Fig. 1: layout detail
Region (124, 180) to (154, 210) um. Cells in gray, sequential cells in the stronger gray; small squares are vias.
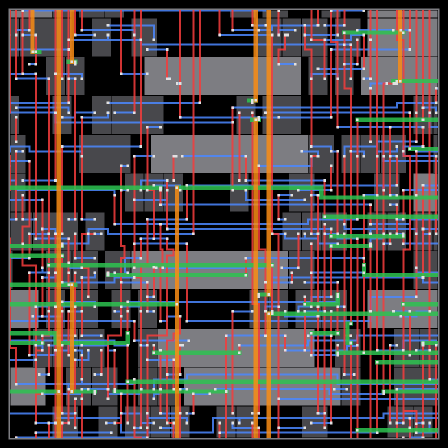
Fig. 2: M1 wires
Drawn at 1.5 px/um. Supply wires on this layer in gray.
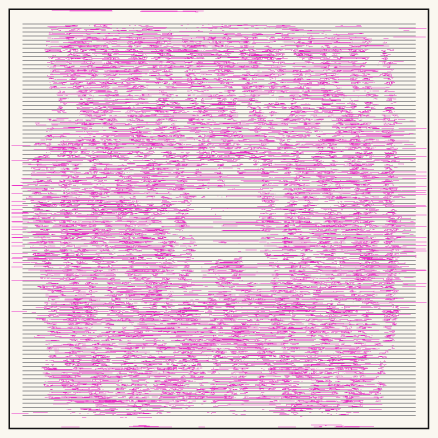
**config.mk**
```make
export PLATFORM = sky130hd
export DESIGN_NAME = dispatch_queue
export DESIGN_NICKNAME = d
export VERILOG_FILES = /design/src/rtl/sys_defs.sv /design/src/rtl/lead_ones_count.sv /design/src/rtl/dispatch_queue.sv
export SDC_FILE = /design/constraint.sdc
export NUM_CORES = 1
export LEC_CHECK = 0
export ABC_AREA = 1
export ABC_CLOCK_PERIOD_IN_PS = 17100
export CORE_MARGIN = 8
export CORE_UTILIZATION = 50
export DETAILED_ROUTE_END_ITERATION = 12
export PLACE_DENSITY = 0.71
export SYNTH_ARGS = -nofsm -noshare
export SYNTH_HDL_FRONTEND = slang
export SYNTH_SLANG_ARGS = --single-unit
```
**constraint.sdc**
```tcl
create_clock -name clock -period 17.1 [get_ports clock]
set_input_delay 1.71 -clock clock [delete_from_list [all_inputs] [get_ports clock]]
set_output_delay 1.71 -clock clock [all_outputs]
set_load 0.01 [all_outputs]
```
**src/rtl/sys_defs.sv**
```systemverilog
// Shared machine-wide definitions: superscalar width, queue depth and the
// decoded-instruction packet passed from fetch/decode toward rename.
`ifndef N_WAY
`define N_WAY 2
`endif
`ifndef N_IQ
`define N_IQ 8
`endif

package sys_defs;

  localparam int N_WAY = `N_WAY;
  localparam int N_IQ  = `N_IQ;

  typedef struct packed {
    logic        valid;
    logic [31:0] pc;
    logic [31:0] inst;
    logic [4:0]  dest_reg;
  } DISPATCH_PACKET_R10K;

endpackage

```
**src/rtl/lead_ones_count.sv**
```systemverilog
// Counts the contiguous run of ones in a mask starting at bit 0; bits after
// the first zero are ignored.
module lead_ones_count #(
  parameter int W = 2
) (
  input  logic [W-1:0]      mask,
  output logic [$clog2(W):0] count
);

  localparam int CW = $clog2(W) + 1;

  logic run;

  // NOTE: combinational blocks use blocking assignments with every output
  // defaulted first, so the loop reads its own running values and no latch forms.
  always_comb begin
    count = '0;
    run   = 1'b1;
    for (int i = 0; i < W; i++) begin
      run = run & mask[i];
      if (run) count = count + CW'(1);
    end
  end

endmodule

```
**src/rtl/dispatch_queue.sv**
```systemverilog
// Circular instruction queue between fetch/decode and rename: accepts whole
// fetch groups when room allows and presents the oldest N_WAY entries.
module dispatch_queue
  import sys_defs::DISPATCH_PACKET_R10K;
#(
  parameter int N_WAY = sys_defs::N_WAY,
  parameter int N_IQ  = sys_defs::N_IQ
) (
  input  logic                       clock,
  input  logic                       reset,
  input  logic [N_WAY-1:0]           fetch_valid,
  input  DISPATCH_PACKET_R10K        fetch_packet [N_WAY],
  input  logic [N_WAY-1:0]           fetch_is_branch,
  input  logic [N_WAY-1:0]           dispatched,
  input  logic                       flush,
  output logic                       fetch_ready,
  output DISPATCH_PACKET_R10K        dispatch_packet [N_WAY],
  output logic [N_WAY-1:0]           branch_inst,
  output logic [$clog2(N_IQ):0]      iq_count
);

  localparam int PW = $clog2(N_IQ);
  localparam int CW = PW + 1;
  localparam int LW = $clog2(N_WAY) + 1;

  DISPATCH_PACKET_R10K mem [N_IQ];
  logic [N_IQ-1:0]     br_mem;
  logic [PW-1:0]       head;
  logic [PW-1:0]       tail;
  logic [CW-1:0]       count;
  logic [LW-1:0]       push_raw;
  logic [LW-1:0]       pop_raw;
  logic [CW-1:0]       push_cnt;
  logic [CW-1:0]       pop_cnt;

  lead_ones_count #(.W(N_WAY)) u_push_count (
    .mask  (fetch_valid),
    .count (push_raw)
  );

  lead_ones_count #(.W(N_WAY)) u_pop_count (
    .mask  (dispatched),
    .count (pop_raw)
  );

  // Room for a full group is judged on the registered count alone, so a
  // same-cycle pop never lengthens the fetch_ready path.
  assign fetch_ready = (count <= CW'(N_IQ - N_WAY));
  assign push_cnt    = fetch_ready ? CW'(push_raw) : '0;
  assign pop_cnt     = (CW'(pop_raw) > count) ? count : CW'(pop_raw);
  assign iq_count    = count;

  always_ff @(posedge clock) begin
    if (reset || flush) begin
      head  <= '0;
      tail  <= '0;
      count <= '0;
    end else begin
      head  <= head + PW'(pop_cnt);
      tail  <= tail + PW'(push_cnt);
      count <= count + push_cnt - pop_cnt;
    end
  end

  // NOTE: payload storage has no reset; validity comes only from count, so
  // clearing the array would cost reset fan-out without changing behaviour.
  always_ff @(posedge clock) begin
    if (!reset && !flush) begin
      for (int i = 0; i < N_WAY; i++) begin
        if (CW'(i) < push_cnt) begin
          mem[tail + PW'(i)]    <= fetch_packet[i];
          br_mem[tail + PW'(i)] <= fetch_is_branch[i];
        end
      end
    end
  end

  always_comb begin
    for (int i = 0; i < N_WAY; i++) begin
      dispatch_packet[i]       = mem[head + PW'(i)];
      dispatch_packet[i].valid = (CW'(i) < count);
      branch_inst[i]           = br_mem[head + PW'(i)] & (CW'(i) < count);
    end
  end

endmodule

```
==> results.txt <==
Gr usage total -> 28.5%
GRT Residual Overflow -> 0
GRT Max-Usage Layer -> met2
Post-synth regs -> 570
RSZ-0062 raised after global routing -> no
Area leader share -> 48.8%
Post-Route WL -> 115 mm
Tapcells -> 882
Number of instances in the placed design -> 5413
Ao+oa area frac -> 22.6%
Synth area leader -> edfxtp_1
Combinational Area -> 15200 um2
Number of gates resized after CTS -> 0
WHS Endpoint -> head[2]$_SDFF_PN0_
Top cells excl fill/tap -> nand2_1, o21ai_0, edfxtp_1
DR WL met3 -> 11.3 mm
Fin util -> 57.6%
Largest reg by FF count -> mem
Tmin final -> 7060 ps
Simple-gate share of the synthesized area -> 20.1%
Adder Area Share -> 0.668%
M1 wire length -> 44.4 mm
Setup Crit Path Kind -> reg2out
PortBufs -> 293
Status -> finished, final reports clean
Reg2Reg Depth -> 10
Reg2reg setup slack -> 12240 ps
Reg-to-reg endpoint -> mem[1][1]$_DFFE_PP_
# setup viols final -> 0
Signal buffers share of area -> 8.33%
Max-Cap Viols -> 0
Yosys warns -> 0
CP startpoint kind -> register
Drt drc -> 0
CTS clock-pin slew for the worst setup and hold paths -> 60 ps
Cells after synthesis -> 4546
Number of global-route vias before repair -> 30500
Sink Count -> 570
Slowest CP cell -> buf_4
IO Pins -> 296
Yosys Instances -> 4546
CTS Buf Count -> 60
Clock buffers -> 81
Commonest Layout Cell -> nand2_1
Mux area share -> 0%
Die H -> 279 um
GP Congestion -> 0.825
Bufs and invs on worst path -> 4
Critical path launch point -> head[0]$_SDFF_PN0_
Comb gates -> 3373
Xor+xnor area frac -> 0.102%
Critical Path AT -> 5350 ps
Ant. Diodes -> 7
Vias per inst -> 5.87
Mapped Avg Cell Area -> 7.58 um2
Die width -> 279 um
Met1 Use GR -> 35.6%
Leading cell kind -> flip-flops and latches
Root buffer cell -> clkbuf_16
Cell type group with the largest total delay on the critical path -> buffers and inverters
Worst R2R Start -> tail[0]$_SDFF_PN0_
Syn nets -> 4711
Power consumption -> 4.01 mW
Largest family of logic cells by area -> AND-OR/OR-AND gates
Post-synthesis cell area -> 34500 um2
Clock Latency Late Sink -> 650 ps
Pwr dens -> 102 nW/um2
Max reg flops -> 552
CP endpoint -> dispatch_packet[116]
Initial DRC count -> 3592
Routed Antenna Nets -> 0
Worst setup margin -> 10040 ps
Final hold violation count -> 0
Hold Path Origin -> iq_count[2]$_SDFF_PN0_
Setup Skew -> 24.1 ps
DP Worst Slack -> 10770 ps
# hold bufs at CTS -> 0
Finished Layout Cells -> 5528
Non-CTS buffers -> 338
Inverters -> 250
Crit Path Max Fanout -> 114
Area growth syn-to-layout -> 14.4%
CTS tree -> done
Max-slew violation count -> 0
Yosys chip area -> 34500 um2
Fin Hold WS -> 609 ps
Worst hold stages -> 2
Layout cell share with drive strength beyond 1 -> 3.69%
Worst VDD drop -> 0.0000966 V
Fin Setup TNS -> 0 ps
Crit path depth -> 8
DRT Pass-1 Iters -> 6
Vias -> 32500
Clock tree buffer depth -> 3
Actual slew at the worst max-slew pin -> 1270 ps
H-tree Lvls -> 2
Sequential Area -> 17000 um2
Fmax -> 142 MHz
Post-CTS Setup Bufs -> 0
Tool warning count -> 41
Largest net degree at the start of global routing -> 293
Total die size -> 77600 um2
GR Util met2 -> 48.4%
Cycle use final -> 41.3%
Logic share of the area -> 38.5%
CP Data Required Time -> 15390 ps
Rel. slew slack -> 15.4%
Rows -> 96
Leakage power -> 15.5 nW
Fill count -> 6060
Fin area -> 39400 um2
Post-Place Cell Area -> 37500 um2
Seq/total area -> 43.2%
Nets@finish -> 4758
HP Class -> reg2reg
Post-synth seq share -> 49.4%
CP max stage delay -> 900 ps
Met2 WL post-DR -> 54.9 mm
FF+latch count -> 570
First-pass GRT wire length -> 174 mm
Grt met3 use -> 4.55%
WL/cell -> 20.9 um
Pre-Place Util -> 50.3%
CP dominant cell by count -> buf_4
Initial antenna violation count -> 9
ClkCell Share -> 4.77%
Uppermost routed layer -> met5
Biggest area cells -> edfxtp_1, nand2_1, o21ai_0, o21ai_1, a21oi_1
Detailed placer's ending HPWL -> 62.4 mm
Unique cell types -> 33
Core Area -> 68500 um2
Crit. End Element -> output port
Crit-path cells -> buf_4 -> buf_4 -> buf_4 -> o21ai_0 -> o21ai_1 -> nand2_1 -> nand2_1 -> clkdlybuf4s50_1
## Picture notes: Fig. 1
| layer | color |
|---|---|
| metal 4 | orange |
| metal 1 | blue |
| metal 3 | green |
| metal 2 | red |
cells with their middle in the window: 80
netlist names of flops here include: mem (5)
sequential cells in the window: 5
most frequent: nand2_1 (33), o21ai_0 (17), a21oi_1 (7)

## Picture notes: Fig. 2
share of all routed wire: 38%
main direction: horizontal
nets with wire on the layer: 4429
wire length on this layer: 44.4 mm

[synth_stat cells, drive strengths merged]
| master | n |
|---|---|
| a211oi | 1 |
| a21boi | 1 |
| a21oi | 285 |
| and3 | 1 |
| buf | 146 |
| clkbuf | 207 |
| dfxtp | 10 |
| edfxtp | 560 |
| fa | 4 |
| ha | 12 |
| inv | 250 |
| nand2 | 1449 |
| nand3 | 24 |
| nand4 | 12 |
| nor2 | 311 |
| nor3 | 2 |
| o211ai | 1 |
| o21ai | 1264 |
| o22ai | 1 |
| or2 | 1 |
| xnor2 | 1 |
| xor2 | 3 |
[power breakdown]
group | total [mW] | internal, mW | switching [mW]
clock | 1.28 | 0.734 | 0.550
sequential | 1.60 | 1.57 | 0.0303
combinational | 1.12 | 0.436 | 0.688
Power and IR drop assume default switching activity.
